**Congestion heat map**

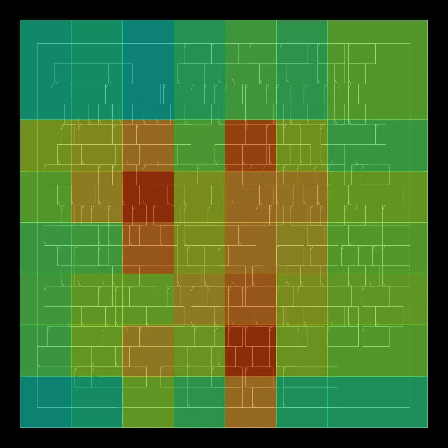
**A small window of the routed layout**

Window x 12 to 42, y 1 to 31 um. Cells in grey, sequential cells in the stronger grey; small squares are vias.
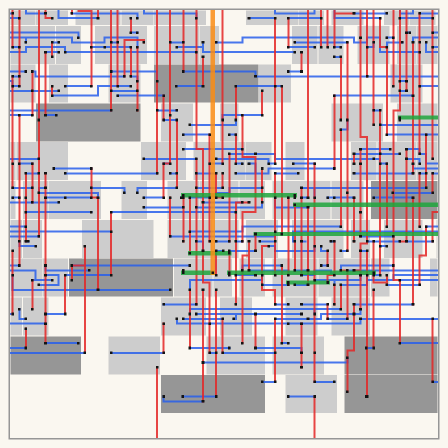
**Wiring heat map**

(6 px per um) 11 x 11 tiles, from white (low) to dark blue (high), scaled to the fullest tile. Values are wire area over tile area, all layers added.
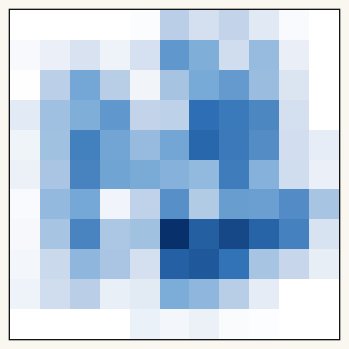
**Routed clock nets over the placement**

(6 px per um)
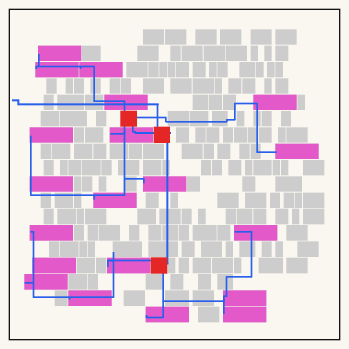
**Gate-type map**

(10 px per um)
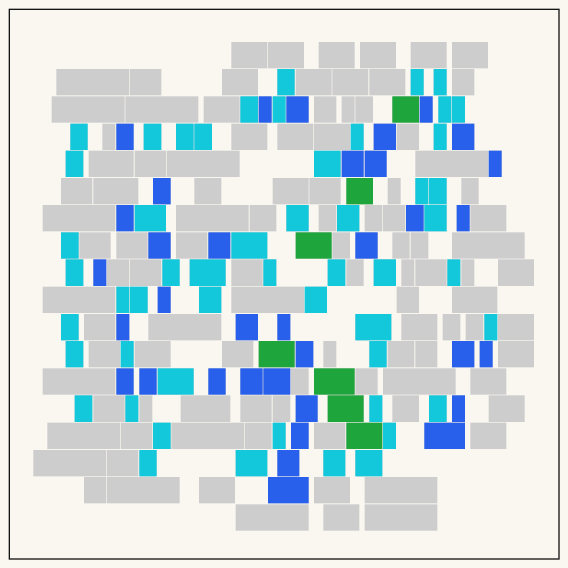
[config.mk]
export PLATFORM = sky130hd
export DESIGN_NAME = exp6_unidade_controle_flat
export DESIGN_NICKNAME = d
export VERILOG_FILES = /design/src/rtl/exp6_unidade_controle_if.sv /design/src/rtl/exp6_unidade_controle.sv /design/src/flat_wrapper.sv
export SDC_FILE = /design/constraint.sdc
export NUM_CORES = 1
export LEC_CHECK = 0
export CAP_MARGIN = 20
export CORE_MARGIN = 2
export CORE_UTILIZATION = 54
export CTS_CLUSTER_SIZE = 14
export DETAILED_ROUTE_END_ITERATION = 10
export GPL_ROUTABILITY_DRIVEN = 0
export PLACE_DENSITY = 0.82
export SYNTH_ARGS = -nofsm -noshare
export SYNTH_HDL_FRONTEND = slang
export SYNTH_SLANG_ARGS = --single-unit
[constraint.sdc]
create_clock -name clock_i -period 5.2 [get_ports clock_i]
set_input_delay 0.52 -clock clock_i [delete_from_list [all_inputs] [get_ports clock_i]]
set_output_delay 0.52 -clock clock_i [all_outputs]
set_load 0.005 [all_outputs]
[src/rtl/exp6_unidade_controle_if.sv]
// Handshake bundle between the sequence-game control unit and its surroundings
// (player inputs, datapath compare flags, datapath controls and result flags).
interface exp6_unidade_controle_if #(
  parameter int MAX_VIDAS = 3
);
  localparam int VW = $clog2(MAX_VIDAS + 1);

  logic          jogar;
  logic          modo;
  logic          jogada;
  logic          igualE;
  logic          igualL;
  logic          fimE;
  logic          fimL;

  logic          zeraE;
  logic          contaE;
  logic          zeraL;
  logic          contaL;
  logic          zeraR;
  logic          registraR;
  logic          mostra_led;
  logic          acertou;
  logic          errou;
  logic          pronto;
  logic          deu_timeout;
  logic [VW-1:0] vidas;
  logic [3:0]    db_estado;

  // Environment side: player/datapath drive the inputs, observe the controls.
  modport master (
    output jogar, modo, jogada, igualE, igualL, fimE, fimL,
    input  zeraE, contaE, zeraL, contaL, zeraR, registraR, mostra_led,
           acertou, errou, pronto, deu_timeout, vidas, db_estado
  );

  // Control unit side.
  modport slave (
    input  jogar, modo, jogada, igualE, igualL, fimE, fimL,
    output zeraE, contaE, zeraL, contaL, zeraR, registraR, mostra_led,
           acertou, errou, pronto, deu_timeout, vidas, db_estado
  );
endinterface

[src/rtl/exp6_unidade_controle.sv]
// Control unit for the sequence-memory game: optional show mode that replays
// the sequence on the LEDs before each round, multiple lives, and one shared
// timer for show/gap durations and the move timeout.
//
// state          | code | meaning
// inicial        | 0    | idle, datapath cleared
// preparacao     | 1    | load lives, latch mode
// nova_seq       | 2    | show finished, rewind E before the player repeats
// espera         | 3    | waiting for a player move (timeout running)
// registra       | 4    | load move into R
// comparacao     | 5    | compare move with memory[E]
// proximo        | 6    | advance E within the round
// proxima_seq    | 7    | grow round (L+1), rewind E
// mostra         | 8    | light memory[E] on the LEDs
// intervalo      | 9    | dark gap between shown items
// fim_acerto     | A    | game won
// proximo_mostra | B    | advance E during the show
// perde_vida     | C    | life lost, rewind E, replay same round
// fim_timeout    | D    | game lost by timeout
// fim_erro       | E    | game lost, no lives left
module exp6_unidade_controle #(
  parameter int TIMEOUT_CYCLES = 5000,
  parameter int SHOW_CYCLES    = 1000,
  parameter int GAP_CYCLES     = 250,
  parameter int MAX_VIDAS      = 3
) (
  input  logic                   clock_i,
  input  logic                   reset_i,
  exp6_unidade_controle_if.slave bus
);
  localparam int VW   = $clog2(MAX_VIDAS + 1);
  localparam int TMAX = (TIMEOUT_CYCLES > SHOW_CYCLES) ?
                        ((TIMEOUT_CYCLES > GAP_CYCLES) ? TIMEOUT_CYCLES : GAP_CYCLES) :
                        ((SHOW_CYCLES > GAP_CYCLES) ? SHOW_CYCLES : GAP_CYCLES);
  localparam int TW   = $clog2(TMAX);

  typedef enum logic [3:0] {
    INICIAL        = 4'h0,
    PREPARACAO     = 4'h1,
    NOVA_SEQ       = 4'h2,
    ESPERA         = 4'h3,
    REGISTRA       = 4'h4,
    COMPARACAO     = 4'h5,
    PROXIMO        = 4'h6,
    PROXIMA_SEQ    = 4'h7,
    MOSTRA         = 4'h8,
    INTERVALO      = 4'h9,
    FIM_ACERTO     = 4'hA,
    PROXIMO_MOSTRA = 4'hB,
    PERDE_VIDA     = 4'hC,
    FIM_TIMEOUT    = 4'hD,
    FIM_ERRO       = 4'hE
  } estado_t;

  // Raw 4-bit register so an illegal code (F) is representable and recoverable.
  logic [3:0]    estado_q;
  estado_t       estado_d;
  logic [TW-1:0] timer_q, timer_d;
  logic [VW-1:0] vidas_q, vidas_d;
  logic          modo_q, modo_d;
  logic          timer_conta;

  // State, timer, lives and latched mode registers.
  always_ff @(posedge clock_i) begin
    if (reset_i) begin
      estado_q <= INICIAL;
      timer_q  <= '0;
      vidas_q  <= '0;
      modo_q   <= 1'b0;
    end else begin
      estado_q <= estado_d;
      timer_q  <= timer_d;
      vidas_q  <= vidas_d;
      modo_q   <= modo_d;
    end
  end

  // Next-state logic.
  always_comb begin
    estado_d = INICIAL;
    case (estado_q)
      INICIAL:        estado_d = bus.jogar ? PREPARACAO : INICIAL;
      PREPARACAO:     estado_d = bus.modo ? MOSTRA : ESPERA;
      MOSTRA: begin
        if (timer_q == TW'(SHOW_CYCLES - 1))
          estado_d = bus.igualL ? NOVA_SEQ : INTERVALO;
        else
          estado_d = MOSTRA;
      end
      INTERVALO:      estado_d = (timer_q == TW'(GAP_CYCLES - 1)) ? PROXIMO_MOSTRA : INTERVALO;
      PROXIMO_MOSTRA: estado_d = MOSTRA;
      NOVA_SEQ:       estado_d = ESPERA;
      ESPERA: begin
        // A move arriving on the last timeout cycle still counts.
        if (bus.jogada)
          estado_d = REGISTRA;
        else if (timer_q == TW'(TIMEOUT_CYCLES - 1))
          estado_d = FIM_TIMEOUT;
        else
          estado_d = ESPERA;
      end
      REGISTRA:       estado_d = COMPARACAO;
      COMPARACAO: begin
        if (!bus.igualE)
          estado_d = (vidas_q > VW'(1)) ? PERDE_VIDA : FIM_ERRO;
        else if (!bus.igualL)
          estado_d = PROXIMO;
        else
          estado_d = bus.fimL ? FIM_ACERTO : PROXIMA_SEQ;
      end
      PROXIMO:        estado_d = ESPERA;
      PROXIMA_SEQ,
      PERDE_VIDA:     estado_d = modo_q ? MOSTRA : ESPERA;
      FIM_ACERTO:     estado_d = bus.jogar ? PREPARACAO : FIM_ACERTO;
      FIM_TIMEOUT:    estado_d = bus.jogar ? PREPARACAO : FIM_TIMEOUT;
      FIM_ERRO:       estado_d = bus.jogar ? PREPARACAO : FIM_ERRO;
      default:        estado_d = INICIAL;
    endcase
  end

  // Timer restarts on every state change; only the timed states advance it.
  always_comb begin
    timer_conta = (estado_q == ESPERA) || (estado_q == MOSTRA) || (estado_q == INTERVALO);
    timer_d     = '0;
    if ((estado_d == estado_q) && timer_conta)
      timer_d = timer_q + TW'(1);
  end

  // Lives are reloaded at game start and spent when entering perde_vida, so the
  // decremented count is already visible while in that state.
  always_comb begin
    vidas_d = vidas_q;
    modo_d  = modo_q;
    if (estado_q == PREPARACAO) begin
      vidas_d = VW'(MAX_VIDAS);
      modo_d  = bus.modo;
    end else if (estado_d == PERDE_VIDA) begin
      vidas_d = vidas_q - VW'(1);
    end
  end

  // Moore output decode.
  always_comb begin
    bus.zeraE       = 1'b0;
    bus.contaE      = 1'b0;
    bus.zeraL       = 1'b0;
    bus.contaL      = 1'b0;
    bus.zeraR       = 1'b0;
    bus.registraR   = 1'b0;
    bus.mostra_led  = 1'b0;
    bus.acertou     = 1'b0;
    bus.errou       = 1'b0;
    bus.pronto      = 1'b0;
    bus.deu_timeout = 1'b0;
    bus.db_estado   = estado_q;
    case (estado_q)
      INICIAL, PREPARACAO: begin
        bus.zeraE = 1'b1;
        bus.zeraL = 1'b1;
        bus.zeraR = 1'b1;
      end
      NOVA_SEQ, PERDE_VIDA: bus.zeraE = 1'b1;
      PROXIMA_SEQ: begin
        bus.zeraE  = 1'b1;
        bus.contaL = 1'b1;
      end
      PROXIMO, PROXIMO_MOSTRA: bus.contaE = 1'b1;
      REGISTRA:   bus.registraR  = 1'b1;
      MOSTRA:     bus.mostra_led = 1'b1;
      FIM_ACERTO: begin
        bus.acertou = 1'b1;
        bus.pronto  = 1'b1;
      end
      FIM_TIMEOUT: begin
        bus.deu_timeout = 1'b1;
        bus.errou       = 1'b1;
        bus.pronto      = 1'b1;
      end
      FIM_ERRO: begin
        bus.errou  = 1'b1;
        bus.pronto = 1'b1;
      end
      ESPERA, COMPARACAO, INTERVALO: ;
      default: bus.db_estado = 4'hF;
    endcase
  end

  assign bus.vidas = vidas_q;

endmodule

[src/flat_wrapper.sv]
// flat-port wrapper written by rule: the top's interface ports become plain ports
module exp6_unidade_controle_flat 
#(
  parameter int TIMEOUT_CYCLES = 5000,
  parameter int SHOW_CYCLES    = 1000,
  parameter int GAP_CYCLES     = 250,
  parameter int MAX_VIDAS      = 3
)
  (clock_i, reset_i, bus_jogar, bus_modo, bus_jogada, bus_igualE, bus_igualL, bus_fimE, bus_fimL, bus_zeraE, bus_contaE, bus_zeraL, bus_contaL, bus_zeraR, bus_registraR, bus_mostra_led, bus_acertou, bus_errou, bus_pronto, bus_deu_timeout, bus_vidas, bus_db_estado);
  exp6_unidade_controle_if #(.MAX_VIDAS(MAX_VIDAS)) bus_i ();
  input  logic clock_i;
  input  logic reset_i;
  input wire logic [$bits(bus_i.jogar)-1:0] bus_jogar;
  input wire logic [$bits(bus_i.modo)-1:0] bus_modo;
  input wire logic [$bits(bus_i.jogada)-1:0] bus_jogada;
  input wire logic [$bits(bus_i.igualE)-1:0] bus_igualE;
  input wire logic [$bits(bus_i.igualL)-1:0] bus_igualL;
  input wire logic [$bits(bus_i.fimE)-1:0] bus_fimE;
  input wire logic [$bits(bus_i.fimL)-1:0] bus_fimL;
  output wire logic [$bits(bus_i.zeraE)-1:0] bus_zeraE;
  output wire logic [$bits(bus_i.contaE)-1:0] bus_contaE;
  output wire logic [$bits(bus_i.zeraL)-1:0] bus_zeraL;
  output wire logic [$bits(bus_i.contaL)-1:0] bus_contaL;
  output wire logic [$bits(bus_i.zeraR)-1:0] bus_zeraR;
  output wire logic [$bits(bus_i.registraR)-1:0] bus_registraR;
  output wire logic [$bits(bus_i.mostra_led)-1:0] bus_mostra_led;
  output wire logic [$bits(bus_i.acertou)-1:0] bus_acertou;
  output wire logic [$bits(bus_i.errou)-1:0] bus_errou;
  output wire logic [$bits(bus_i.pronto)-1:0] bus_pronto;
  output wire logic [$bits(bus_i.deu_timeout)-1:0] bus_deu_timeout;
  output wire logic [$bits(bus_i.vidas)-1:0] bus_vidas;
  output wire logic [$bits(bus_i.db_estado)-1:0] bus_db_estado;
  assign bus_i.jogar = bus_jogar;
  assign bus_i.modo = bus_modo;
  assign bus_i.jogada = bus_jogada;
  assign bus_i.igualE = bus_igualE;
  assign bus_i.igualL = bus_igualL;
  assign bus_i.fimE = bus_fimE;
  assign bus_i.fimL = bus_fimL;
  assign bus_zeraE = bus_i.zeraE;
  assign bus_contaE = bus_i.contaE;
  assign bus_zeraL = bus_i.zeraL;
  assign bus_contaL = bus_i.contaL;
  assign bus_zeraR = bus_i.zeraR;
  assign bus_registraR = bus_i.registraR;
  assign bus_mostra_led = bus_i.mostra_led;
  assign bus_acertou = bus_i.acertou;
  assign bus_errou = bus_i.errou;
  assign bus_pronto = bus_i.pronto;
  assign bus_deu_timeout = bus_i.deu_timeout;
  assign bus_vidas = bus_i.vidas;
  assign bus_db_estado = bus_i.db_estado;
  exp6_unidade_controle #(.TIMEOUT_CYCLES(TIMEOUT_CYCLES), .SHOW_CYCLES(SHOW_CYCLES), .GAP_CYCLES(GAP_CYCLES), .MAX_VIDAS(MAX_VIDAS)) u_core (.clock_i(clock_i), .reset_i(reset_i), .bus(bus_i));
endmodule
==> run summary <==
WP buf/inv -> 0
Post-Synth AOI/OAI Area -> 13.3%
HP Start -> u_core.modo_q$_SDFFE_PP0P_
WHS Endpoint -> u_core.modo_q$_SDFFE_PP0P_
hold_ws -> 0.498 ns
Syn. warnings -> 0
Vias/cell -> 6.02
Gate power share -> 41.7%
post-CTS resize count -> 0
first-pass detailed-route iteration total -> 4
Top cells excl fill/tap -> clkdlybuf4s50_1, nor3_1, dfxtp_1, nor2_1, nand2_1
Nets -> 209
WL met1 -> 1.35 mm
internal power -> 0.000322 W
IO Pins -> 26
hold depth -> 2
Slew headroom -> 34.7%
final setup fails -> 0
largest net degree at the start of global routing -> 27
main flop type -> dfxtp_1
Seq/Total Area, Yosys -> 28.7%
number of enable flip-flop cells -> 0
most used cell, CP -> nor3_1
routed wl met2 -> 1.53 mm
Largest Register -> u_core.timer_q
RSZ-0062 raised after global routing -> no
die y size -> 54.8 um
# clock sinks -> 20
cell type with the largest total area -> dfxtp_1
Area Overhead vs Synth -> 17.4%
r2r worst-path depth -> 6
M2 GR Usage -> 38.1%
cell depth of the worst setup path -> 6
PD cells -> 327 nW/um2
Power, Total -> 0.000535 W
H-tree levels -> 1
grt ovf -> 0
root buf cell -> clkbuf_4
Cell Type Count -> 45
ys async rst share -> 0%
vias in the first global route -> 1143
dpl hpwl -> 2.22 mm
yosys cell count -> 184
flops & latches, synth -> 20
Critical-path top delay cell -> dfxtp_1
kind of critical path -> flop to flop
Routed Antenna Nets -> 0
Final Max Slew Viols -> 0
Die W -> 54.8 um
Setup Fix Bufs, Post-CTS -> 0
CTS tree -> yes
top cells, area -> dfxtp_1, nor3_1, nor2_1
number of flip-flops in the largest register -> 13
Vias -> 1361
Max-area cell share -> 28.7%
Worst Hold Class -> flop to flop
Top non-seq family -> simple AND/OR/NAND/NOR gates
Worst Path Max Fanout -> 26
fin area -> 1640 um2
Worst Setup EP -> u_core.timer_q[11]$_SDFF_PP0_
CP delay by family, top -> simple AND/OR/NAND/NOR gates
area of the core -> 2450 um2
Top Layer Used -> met4
met3 routed WL -> 171 um
dpl cells -> 222
Yosys Chip Area -> 1400 um2
Synth Instances -> 184
number of placement rows -> 18
ratio of cells with drive above 1 in the final layout -> 3.06%
worst reg2reg endpoint -> u_core.timer_q[11]$_SDFF_PP0_
CP Capture Type -> flop
CP arrival -> 3.06 ns
outcome -> complete, no violations
Net Sw Frac -> 39.8%
Setup crit start kind -> flop
mux cell area share after synthesis -> 0.717%
initial antenna violation count -> 0
hold buffers post-CTS -> 0
Synth Area in XOR/XNOR -> 7.53%
required time at the worst-slack endpoint -> 5.36 ns
Fmax -> 345 MHz
number of diodes -> 0
Worst VDD drop -> 210 uV
Max-Cap Viols -> 0
max incr delay on CP -> 0.82 ns
Port Buffers -> 24
Die Area -> 3010 um2
worst-path cell chain -> nor4b_1 > and4_1 > nor2b_1 > nor3_1 > xnor2_1 > nor3_1
pre-CTS WS -> 2.18 ns
Worst R2R Setup Slack -> 2.30 ns
Back to the opening pictures, 'congestion heat map':
GR peak layer: met2
Util after Layout: 66.7%
grt met3 use: 3.55%

Back to the opening pictures, 'a small window of the routed layout':
red -> M2
blue -> M1
green -> M3
orange -> M4
netlist names of flops here include = u_core.estado_q (4), u_core.timer_q (3)
most frequent = dfxtp_1 (8), nor3_1 (6), nor2_1 (5)
sequential cells in the window = 8
cells with their middle in the window = 68

Back to the opening pictures, 'wiring heat map':
mean over tiles = 0.16
tiles over half the peak = 25%
nearly empty tiles = 16%
fullest tile = 0.53
densest ninth of the die = centre
total routed wirelength: 3.08 mm
GRT Resource Usage Total: 22.8%
routed len/inst: 13.6 um

Back to the opening pictures, 'routed clock nets over the placement':
blue -> clock wires  # length 258 um
magenta -> flip-flops  # count 20
red -> clock-net drivers  # count 3
flops lie = spread over the die
routed clock nets = 4
reported clock group power: 0.0000930 W
clk_lat worst skew: 0.31 ns
Worst Clk Skew: 0.0102 ns
clock power share: 17.4%

Back to the opening pictures, 'gate-type map':
cyan -> nor cells  # cells 52
blue -> nand cells  # cells 35
green -> non-inverting ao/oa cells  # cells 7
logic share of the area: 54.8%
most frequent logic cell in the layout: clkdlybuf4s50_1
Final Non-Filler Cells: 226

[power by group through the flow]
stage | Clock (W) | Sequential, W | Combinational (W)
6_report | 0.0000930 | 0.000219 | 0.000223
2_1_floorplan | 0 | 0.000185 | 0.000189
5_1_grt | 0.0000997 | 0.000224 | 0.000253
3_3_place_gp | 0 | 0.000219 | 0.000219
4_1_cts | 0.0000948 | 0.000217 | 0.000225
3_5_place_dp | 0 | 0.000222 | 0.000223
[final cells by class]
class | count | area, um2
multi-input cells | 141 | 897
fillers | 222 | 817
flip-flops and latches | 20 | 400
repair buffers | 24 | 240
well taps | 30 | 37.5
clock buffers | 4 | 36.3
inverters | 7 | 26.3
Power figures rest on the tool's default switching activity, not on a simulated workload.
